[src/rtl/imem_pkg.sv]
// Shared packet-network constants and FSM encoding for the input-memory row server.
package imem_pkg;

    localparam int ADDR_W   = 4;
    localparam int OPCODE_W = 4;
    localparam int DATA_W   = 25;

    localparam logic [OPCODE_W-1:0] OP_WEIGHT        = 4'd0;
    localparam logic [OPCODE_W-1:0] OP_INPUT         = 4'd1;
    localparam logic [OPCODE_W-1:0] OP_TIMESTEP_DONE = 4'd15;
    localparam logic [ADDR_W-1:0]   IMEM_ID          = 4'd11;

    typedef enum logic [1:0] {
        ST_IDLE,
        ST_PRIME,
        ST_SERVE,
        ST_BCAST
    } state_e;

    // Index width that stays legal for single-entry dimensions.
    function automatic int idx_w(input int n);
        return (n > 1) ? $clog2(n) : 1;
    endfunction

endpackage

[src/rtl/imem_row_store.sv]
// Input spike-map storage: one row per address, synchronous write, registered read.
module imem_row_store
    import imem_pkg::*;
#(
    parameter int NUM_TS = 2,
    parameter int ROWS   = 25,
    parameter int WIDTH  = 25
) (
    input  logic                       clk,
    input  logic                       rst_n,
    input  logic                       wr_en,
    input  logic [idx_w(NUM_TS)-1:0]   wr_ts,
    input  logic [idx_w(ROWS)-1:0]     wr_row,
    input  logic [WIDTH-1:0]           wr_data,
    input  logic                       rd_en,
    input  logic [idx_w(NUM_TS)-1:0]   rd_ts,
    input  logic [idx_w(ROWS)-1:0]     rd_row,
    output logic [WIDTH-1:0]           rd_data
);

    logic [WIDTH-1:0] mem [NUM_TS][ROWS];

    // NOTE: the array has no reset so it maps onto plain storage; only the read register is cleared.
    always_ff @(posedge clk) begin
        if (wr_en) begin
            mem[wr_ts][wr_row] <= wr_data;
        end
    end

    always_ff @(posedge clk or negedge rst_n) begin
        if (!rst_n) begin
            rd_data <= '0;
        end else if (rd_en) begin
            rd_data <= mem[rd_ts][rd_row];
        end
    end

endmodule

[src/rtl/imem_row_server.sv]
// Primes each PPE with its first input row, serves follow-up row requests, and
// broadcasts timestep-done markers between timesteps.
module imem_row_server
    import imem_pkg::*;
#(
    parameter int IFMAP_SIZE    = 25,
    parameter int NUM_PPE       = 5,
    parameter int ROWS_PER_PPE  = 5,
    parameter int NUM_TS        = 2,
    parameter int PPE_BASE_ADDR = 5
) (
    input  logic                           clk,
    input  logic                           rst_n,
    input  logic                           wr_en,
    input  logic [idx_w(NUM_TS)-1:0]       wr_ts,
    input  logic [idx_w(IFMAP_SIZE)-1:0]   wr_row,
    input  logic [DATA_W-1:0]              wr_data,
    input  logic                           start,
    input  logic                           ts_close,
    input  logic                           in_valid,
    output logic                           in_ready,
    input  logic [OPCODE_W-1:0]            in_opcode,
    input  logic [DATA_W-1:0]              in_data,
    output logic                           out_valid,
    input  logic                           out_ready,
    output logic [ADDR_W-1:0]              out_dest,
    output logic [OPCODE_W-1:0]            out_opcode,
    output logic [DATA_W-1:0]              out_data,
    output logic                           busy,
    output logic                           done,
    output logic                           err
);

    localparam int TS_W  = idx_w(NUM_TS);
    localparam int ROW_W = idx_w(IFMAP_SIZE);
    localparam int PPE_W = idx_w(NUM_PPE);
    localparam int CNT_W = idx_w(ROWS_PER_PPE + 1);

    localparam logic [PPE_W-1:0]  LAST_PPE = PPE_W'(NUM_PPE - 1);
    localparam logic [CNT_W-1:0]  CNT_FULL = CNT_W'(ROWS_PER_PPE);
    localparam logic [TS_W-1:0]   LAST_TS  = TS_W'(NUM_TS - 1);
    localparam logic [ADDR_W-1:0] BASE     = ADDR_W'(PPE_BASE_ADDR);

    state_e state, state_d;

    logic [PPE_W-1:0]    k_q;
    logic [CNT_W-1:0]    cnt_q [NUM_PPE];
    logic [TS_W-1:0]     ts_q;
    logic [DATA_W-1:0]   rd_data;

    logic                out_load;
    logic                all_full;
    logic [ADDR_W-1:0]   req_off;
    logic [PPE_W-1:0]    req_k;
    logic                req_in_range;
    logic                req_legal;
    logic                store_wr;

    logic                issue;
    logic [ADDR_W-1:0]   issue_dest;
    logic [OPCODE_W-1:0] issue_op;
    logic                rd_en;
    logic [ROW_W-1:0]    rd_row;
    logic                k_step;
    logic                k_clear;
    logic                prime_set;
    logic                cnt_inc;
    logic                ts_adv;
    logic                ts_wrap;
    logic                set_err;
    logic                done_d;

    logic                unused_in_data;
    assign unused_in_data = ^in_data;

    // The output register may take a new packet when empty or handing its packet off now.
    assign out_load = !out_valid || out_ready;
    assign busy     = (state != ST_IDLE);
    assign out_data = (out_opcode == OP_INPUT) ? rd_data : '0;

    assign req_off      = in_opcode - BASE;
    assign req_in_range = (in_opcode >= BASE) && (req_off < ADDR_W'(NUM_PPE));
    assign req_k        = req_off[PPE_W-1:0];
    assign req_legal    = req_in_range && (cnt_q[req_k] < CNT_FULL);

    assign store_wr = wr_en && (state == ST_IDLE)
                      && ({1'b0, wr_row} < (ROW_W + 1)'(IFMAP_SIZE));

    always_comb begin
        all_full = 1'b1;
        for (int i = 0; i < NUM_PPE; i++) begin
            if (cnt_q[i] != CNT_FULL) begin
                all_full = 1'b0;
            end
        end
    end

    imem_row_store #(
        .NUM_TS (NUM_TS),
        .ROWS   (IFMAP_SIZE),
        .WIDTH  (DATA_W)
    ) u_store (
        .clk     (clk),
        .rst_n   (rst_n),
        .wr_en   (store_wr),
        .wr_ts   (wr_ts),
        .wr_row  (wr_row),
        .wr_data (wr_data),
        .rd_en   (rd_en),
        .rd_ts   (ts_q),
        .rd_row  (rd_row),
        .rd_data (rd_data)
    );

    always_ff @(posedge clk or negedge rst_n) begin
        if (!rst_n) begin
            state <= ST_IDLE;
        end else begin
            state <= state_d;
        end
    end

    // NOTE: every output of this block gets a default first, so no path can infer a latch.
    always_comb begin
        state_d    = state;
        in_ready   = 1'b0;
        issue      = 1'b0;
        issue_dest = '0;
        issue_op   = OP_INPUT;
        rd_en      = 1'b0;
        rd_row     = '0;
        k_step     = 1'b0;
        k_clear    = 1'b0;
        prime_set  = 1'b0;
        cnt_inc    = 1'b0;
        ts_adv     = 1'b0;
        ts_wrap    = 1'b0;
        set_err    = 1'b0;
        done_d     = 1'b0;

        case (state)
            ST_IDLE: begin
                if (start) begin
                    state_d = ST_PRIME;
                    k_clear = 1'b1;
                end
            end

            ST_PRIME: begin
                if (out_load) begin
                    issue      = 1'b1;
                    issue_dest = BASE + ADDR_W'(k_q);
                    rd_en      = 1'b1;
                    rd_row     = ROW_W'(k_q);
                    prime_set  = 1'b1;
                    if (k_q == LAST_PPE) begin
                        state_d = ST_SERVE;
                        k_clear = 1'b1;
                    end else begin
                        k_step = 1'b1;
                    end
                end
            end

            ST_SERVE: begin
                in_ready = out_load;
                if (in_valid && out_load) begin
                    if (req_legal) begin
                        issue      = 1'b1;
                        issue_dest = in_opcode;
                        rd_en      = 1'b1;
                        rd_row     = ROW_W'(req_k) + ROW_W'(cnt_q[req_k]);
                        cnt_inc    = 1'b1;
                    end else begin
                        set_err = 1'b1;
                    end
                end
                // ts_close is a level, so an early close simply waits here for the last rows.
                if (all_full && !out_valid && ts_close) begin
                    state_d = ST_BCAST;
                    k_clear = 1'b1;
                end
            end

            ST_BCAST: begin
                if (out_load) begin
                    issue      = 1'b1;
                    issue_dest = BASE + ADDR_W'(k_q);
                    issue_op   = OP_TIMESTEP_DONE;
                    if (k_q == LAST_PPE) begin
                        k_clear = 1'b1;
                        if (ts_q != LAST_TS) begin
                            ts_adv  = 1'b1;
                            state_d = ST_PRIME;
                        end else begin
                            ts_wrap = 1'b1;
                            done_d  = 1'b1;
                            state_d = ST_IDLE;
                        end
                    end else begin
                        k_step = 1'b1;
                    end
                end
            end

            default: state_d = ST_IDLE;
        endcase
    end

    // NOTE: state registers use non-blocking assignments so every flop samples pre-edge values.
    always_ff @(posedge clk or negedge rst_n) begin
        if (!rst_n) begin
            out_valid  <= 1'b0;
            out_dest   <= '0;
            out_opcode <= '0;
            k_q        <= '0;
            ts_q       <= '0;
            err        <= 1'b0;
            done       <= 1'b0;
            for (int i = 0; i < NUM_PPE; i++) begin
                cnt_q[i] <= '0;
            end
        end else begin
            done <= done_d;
            if (set_err) begin
                err <= 1'b1;
            end

            if (issue) begin
                out_valid  <= 1'b1;
                out_dest   <= issue_dest;
                out_opcode <= issue_op;
            end else if (out_ready) begin
                out_valid <= 1'b0;
            end

            if (k_clear) begin
                k_q <= '0;
            end else if (k_step) begin
                k_q <= k_q + PPE_W'(1);
            end

            if (ts_adv) begin
                ts_q <= ts_q + TS_W'(1);
            end else if (ts_wrap) begin
                ts_q <= '0;
            end

            for (int i = 0; i < NUM_PPE; i++) begin
                if (ts_adv) begin
                    cnt_q[i] <= '0;
                end else if (prime_set && (k_q == PPE_W'(i))) begin
                    cnt_q[i] <= CNT_W'(1);
                end else if (cnt_inc && (req_k == PPE_W'(i))) begin
                    cnt_q[i] <= cnt_q[i] + CNT_W'(1);
                end
            end
        end
    end

endmodule

[config.mk]
export PLATFORM = sky130hd
export DESIGN_NAME = imem_row_server
export DESIGN_NICKNAME = d
export VERILOG_FILES = /design/src/rtl/imem_pkg.sv /design/src/rtl/imem_row_store.sv /design/src/rtl/imem_row_server.sv
export SDC_FILE = /design/constraint.sdc
export NUM_CORES = 1
export LEC_CHECK = 0
export CORE_MARGIN = 2
export CORE_UTILIZATION = 45
export DETAILED_ROUTE_END_ITERATION = 7
export HOLD_SLACK_MARGIN = 0.03
export PLACE_DENSITY = 0.66
export SYNTH_ARGS = -nofsm -noshare
export SYNTH_HDL_FRONTEND = slang
export SYNTH_SLANG_ARGS = --single-unit
[constraint.sdc]
create_clock -name clk -period 9.6 [get_ports clk]
set_clock_uncertainty 0.15 [all_clocks]
set_input_delay 2.4 -clock clk [delete_from_list [all_inputs] [get_ports clk]]
set_output_delay 2.4 -clock clk [all_outputs]
set_load 0.005 [all_outputs]
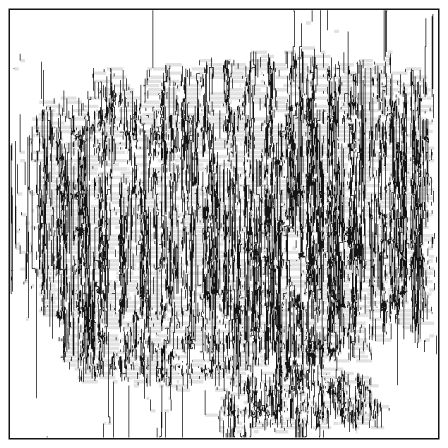
*The metal 2 layer, run 1*
share of all routed wire: 48%
main direction: vertical
wire length on this layer: 42.2 mm

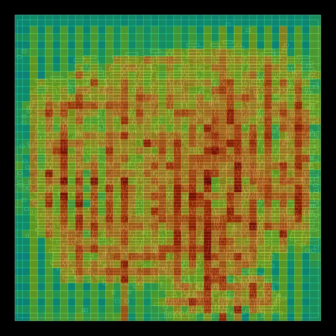
*Congestion heat map, run 1*
per-cell routed wire length: 26.77 µm
M3 GR Usage: 4.343%
M2 GR Usage: 36.32%
total track usage: 22.26%

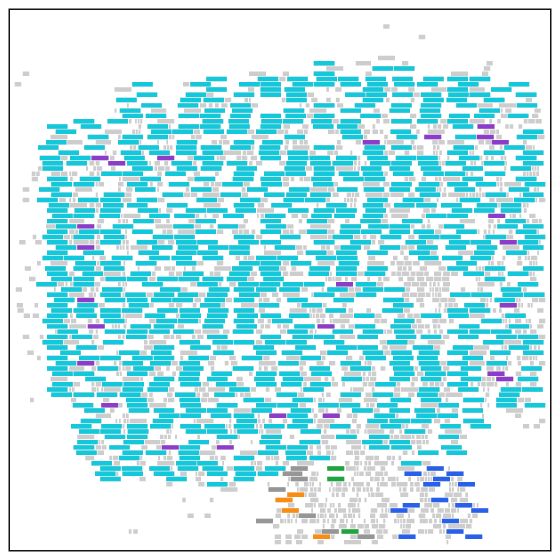
*Sequential cells grouped by signal name, run 1*
Other sequential cells in the stronger grey, the rest of the logic in the fainter grey.
[blue] cnt_q | flops: 15 | where: bottom right
[purple] u_store.rd_data | flops: 25
[cyan] u_store.mem | flops: 800
[orange] out_dest | flops: 4 | where: bottom middle
[green] k_q | flops: 3
P_seq: 4.30 mW
Seq area share: 65.16%
share of the core filled with cells: 52.19%

==> impl_metrics.toml, run 1 <==
# flow metrics
[clock_tree]
cts_setup_buffers = 0
numCtsBuffers = 85
clk_path_buf_depth = 3
path_clk_slew_ns = 0.06
root_buffer = "clkbuf_16"
ctsResizeCount = 0
cts-htree-levels = 3
cts_tree = "done"
ctsHoldBuffers = 0
worstSkewPairLatency_ns = 0.63

[layout]
clkbuf_count = 109
clock_cell_area_share_pct = 6.592
signal_buffers = 145
top_register = "u_store.mem"
mostFrequentLayoutCell = "edfxtp_1"
area_growth_pct = 14.45
largest_register_ffs = 800
comb_share_pct = 21.37
final_nets = 2329
fillers = 5887
register_area_um2 = 25400
antenna_cells = 0
nonClkBufAreaFrac_pct = 3.543
post-route-cell-area_um2 = 38990
drive_gt1_share_pct = 11.65
logic_area_um2 = 8330
largestClassByArea = "sequential cells"
top_regs = "u_store.mem (800), u_store.rd_data (25), cnt_q (15)"

[sta]
rsz0062_at_grt = "no"
tightest_slew_ns = 1.233
timing.final.crit_period_ns = 7.942
slew_violations = 0
hold_slack_ns = 0.3347
setup_viol = 0
timing.fmax_ghz = 0.1259
fin_crit_sh_pct = 82.73
slew_headroom_pct = 17.53
hold_viol_final = 0

[logic_synthesis]
syn_inst = 2111
ys_cells = 2111
area_leaders = "edfxtp_1 (71%), mux2i_1 (7.3%), dfrtp_1 (4.0%)"
syn_area_um2 = 34070
synthTopLogicFamily = "multiplexers"
top_cells_by_count = "edfxtp_1 (800), mux2i_1 (248), nand2_1 (207)"
synth_top_cell_by_count = "edfxtp_1"
fp_nets = 2208
synth_warnings = 0
top_area_share_pct = 70.52
ys_sh_xor_pct = 0.3085
synth-main-ff-cell = "edfxtp_1"
avgSynthCellArea_um2 = 16.14
yosys.area_share.aoi_pct = 7.401
edf_count = 800
synth_seq_share_pct = 74.56
async_reset_ff_share_pct = 6.433
ys_sh_adder_pct = 1.124
synth_top_cell_by_area = "edfxtp_1"
synthSimpleGateAreaFrac_pct = 5.759
ys_area_um2 = 34070

[placement]
dp_hpwl_um = 49030
dp.cells = 3114
port_buffers = 79
place_ws_ns = 1.132
dpl-instance-area_um2 = 36420
routabilityCongestion = 0.8082

[worst_setup_path]
critical_path.startpoint_type = "input pin"
r2r_slack_ns = 4.52
cp.arrival_ns = 8.29
crit_path_frequent_cell = "ha_1"
worstSetupStartpoint = "in_opcode[0]"
crit_type = "in -> reg"
r2r_cells = 13
endpoint_kind = "flop"
worstPathRequired_ns = 9.95
reg2reg_to = "u_store.rd_data[8]$_DFFE_PN0P_"
slowest_stage = "nand3_1"
crit_buf_inv = 4
critPathMaxStageDelay_ns = 0.74
path_depth = 17
crit_chain = "clkdlybuf4s50_1, buf_4, inv_1, ha_1, ha_1, or3_1, o311ai_2, ha_1, inv_1, fa_1, nand2b_1, nor4_2, nor2_4, nand3_1, o22ai_1, or4_1, a2111o_1"
r2r_start = "cnt_q[6]$_DFFE_PN0P_"

[worst_hold_path]
min_from = "err$_DFFE_PN0P_"
hp-class = "reg -> reg"
whs_path_depth = 1

[power]
top_power_group = "sequential cells"
pwr_density_cell_nw_per_um2 = 232.5
power.total_mw = 9.065
power.switching_mw = 2.482
power.share.switching_pct = 27.38
p_comb_mw = 1.68
pwr-share-comb_pct = 18.6
p_int_mw = 6.583
clock_power_mw = 3.08
peakVddDrop_v = 0.0001421
pwr-share-clk_pct = 34.0
power.leakage_nw = 12.24
p_seq_share_pct = 47.4

[floorplanning]
fp_util_pct = 45.60
rows = 100
coreArea_um2 = 74700
die_w_um = 279.1
die_area_um2 = 77920
taps = 969
die_y_um = 279.1
ioPinCount = 105

[grt]
grt_pass1_wl_um = 126100
grt_max_degree = 83
grt_use_met1_pct = 30.34
antenna_found_initial = 3
grt_overflow_total = 0
grt_pass1_vias = 19174
grt-busiest-layer = "met2"

[route]
vias_per_cell = 5.979
drt-met1-wl_um = 35800
wirelength_um = 87500
drtPass1Iterations = 5
drc_errors = 0
ant_nets = 0
routed-wl-met3_um = 7099
met2_length_um = 42190
drtIter0Drc = 2272

[run_status]
status = "completed"

[run]
maxCapViolations = 0
==> inputs of run 2 (changes only) <==
--- a/config.mk
+++ b/config.mk
@@ -9,7 +9,7 @@
 export CORE_UTILIZATION = 45
 export DETAILED_ROUTE_END_ITERATION = 7
 export HOLD_SLACK_MARGIN = 0.03
-export PLACE_DENSITY = 0.66
+export PLACE_DENSITY = 0.69
 export SYNTH_ARGS = -nofsm -noshare
 export SYNTH_HDL_FRONTEND = slang
 export SYNTH_SLANG_ARGS = --single-unit
==> constraint.sdc (replaced) <==
create_clock -name clk -period 6.5 [get_ports clk]
set_clock_uncertainty 0.15 [all_clocks]
set_input_delay 1.625 -clock clk [delete_from_list [all_inputs] [get_ports clk]]
set_output_delay 1.625 -clock clk [all_outputs]
set_load 0.005 [all_outputs]
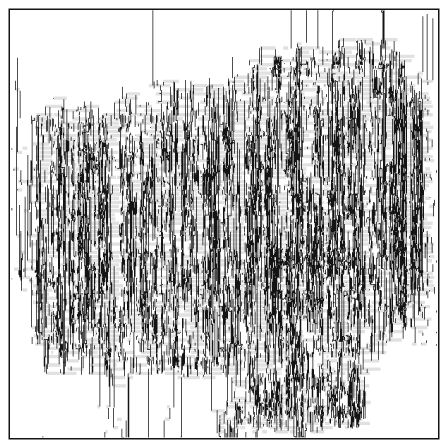
*The metal 2 layer, run 2*
nets with wire on the layer: 1,988
share of all routed wire: 48%
Vias: 20,209
M2 GR Usage: 37.19%
total wire length: 89,960 µm

==> impl_metrics.toml, run 2 <==
# flow metrics
[route]
ant_nets = 0
drtIter0Drc = 2342
highest_layer = "met4"
drt-met1-wl_um = 36710
vias_per_cell = 6.094
routed-wl-met3_um = 7453
met2_length_um = 42830
drc_errors = 0
drtPass1Iterations = 5

[logic_synthesis]
synth.distinct_cells = 71
async_reset_ff_share_pct = 6.433
fp_nets = 2208
synth-main-ff-cell = "edfxtp_1"
ys_area_um2 = 34070
ys_sh_adder_pct = 1.124
area_leaders = "edfxtp_1 (71%), mux2i_1 (7.3%), dfrtp_1 (4.0%)"
avgSynthCellArea_um2 = 16.14
synthSimpleGateAreaFrac_pct = 5.759
top_area_share_pct = 70.52
top_cells_by_count = "edfxtp_1 (800), mux2i_1 (248), nand2_1 (207)"
synthTopLogicFamily = "multiplexers"
synth_top_cell_by_area = "edfxtp_1"
synth_seq_share_pct = 74.56
synth_warnings = 0
synth_top_cell_by_count = "edfxtp_1"
ys.flops = 855
syn_area_um2 = 34070
ys_cells = 2111
ys_sh_xor_pct = 0.3085
edf_count = 800
syn_inst = 2111
yosys.area_share.aoi_pct = 7.401

[power]
power.total_mw = 14.08
top_power_group = "sequential cells"
pwr_density_cell_nw_per_um2 = 354.9
power.switching_mw = 3.820
pwr-share-comb_pct = 18.6
p_seq_mw = 6.35
power.share.switching_pct = 27.13
pwr-share-clk_pct = 36.3
p_comb_mw = 2.62
peakVddDrop_v = 0.0001985
p_seq_share_pct = 45.1
clock_power_mw = 5.11
p_int_mw = 10.26
power.leakage_nw = 12.59

[worst_setup_path]
worstSetupStartpoint = "in_opcode[1]"
reg2reg_to = "u_store.rd_data[1]$_DFFE_PN0P_"
slowest_stage = "o41ai_1"
crit_type = "in -> reg"
path_depth = 20
worstPathRequired_ns = 6.85
r2r_slack_ns = 2.11
r2r_cells = 17
r2r_start = "cnt_q[3]$_DFFE_PN0P_"
crit_buf_inv = 6
cp.arrival_ns = 6.39
crit_chain = "clkdlybuf4s50_1, inv_1, ha_1, ha_1, buf_4, o311ai_2, ha_1, inv_1, fa_1, xor2_1, nor4_1, nand3_1, o21ai_0, nor2_1, nand3_1, buf_4, o22ai_1, o41ai_1, buf_4, nand4_1"
endpoint_kind = "flop"
cp_top_family = "buffers and inverters"
critical_path.startpoint_type = "input pin"
critPathMaxStageDelay_ns = 0.56

[layout]
clkbuf_count = 113
register_area_um2 = 25400
mostFrequentLayoutCell = "edfxtp_1"
final_nets = 2370
signal_buffers = 185
comb_share_pct = 20.91
largestClassByArea = "sequential cells"
n_sequential_cell = 855
area_growth_pct = 16.45
largest_register_ffs = 800
logic_area_um2 = 8295
antenna_cells = 1
fillers = 5844
nonClkBufAreaFrac_pct = 4.365
top_register = "u_store.mem"
logic_gate_count = 1122
top_regs = "u_store.mem (800), u_store.rd_data (25), cnt_q (15)"
clock_cell_area_share_pct = 7.399
seq_area_share_pct = 64.04
post-route-cell-area_um2 = 39670
drive_gt1_share_pct = 13.98

[floorplanning]
rows = 100
coreArea_um2 = 74700
die_y_um = 279.1
die_area_um2 = 77920
fp_util_pct = 45.60
taps = 969
ioPinCount = 105
die_w_um = 279.1

[run]
maxCapViolations = 0

[sta]
tightest_slew_ns = 1.321
hold_viol_final = 0
timing.fmax_ghz = 0.1655
fin_crit_sh_pct = 92.96
setup_viol = 0
rsz0062_at_grt = "no"
slew_headroom_pct = 11.69
fin_ws_ns = 0.4577
timing.final.crit_period_ns = 6.042
slew_violations = 0
hold_slack_ns = 0.3327

[worst_hold_path]
min_from = "out_opcode[0]$_DFFE_PN0P_"
holdPathEnd = "out_opcode[0]$_DFFE_PN0P_"
whs_path_depth = 1
hp-class = "reg -> reg"

[run_status]
status = "completed"

[clock_tree]
worstSkewPairLatency_ns = 0.64
cts_setup_buffers = 0
clk_path_buf_depth = 3
root_buffer = "clkbuf_16"
cts-htree-levels = 3
ctsResizeCount = 0
numCtsBuffers = 86
ctsHoldBuffers = 0
cts_tree = "done"
path_clk_slew_ns = 0.06

[grt]
grt_util_all_layers_pct = 23.05
grt_pass1_vias = 20043
grt_overflow_total = 0
grt_max_degree = 69
grt_pass1_wl_um = 131500
antenna_found_initial = 1
grt_use_met1_pct = 31.61

[placement]
place_ws_ns = -0.1357
routabilityCongestion = 0.8631
port_buffers = 79
dpl-instance-area_um2 = 36730
dp.cells = 3154
dp_hpwl_um = 52220
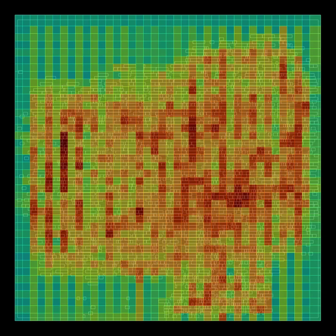
*Congestion heat map, run 2*
busiest grt layer: met2
M3 GR Usage: 4.092%
share of the core filled with cells: 53.11%
per-cell routed wire length: 27.13 µm

No activity file was given, so power comes from the tool's default toggle rates.
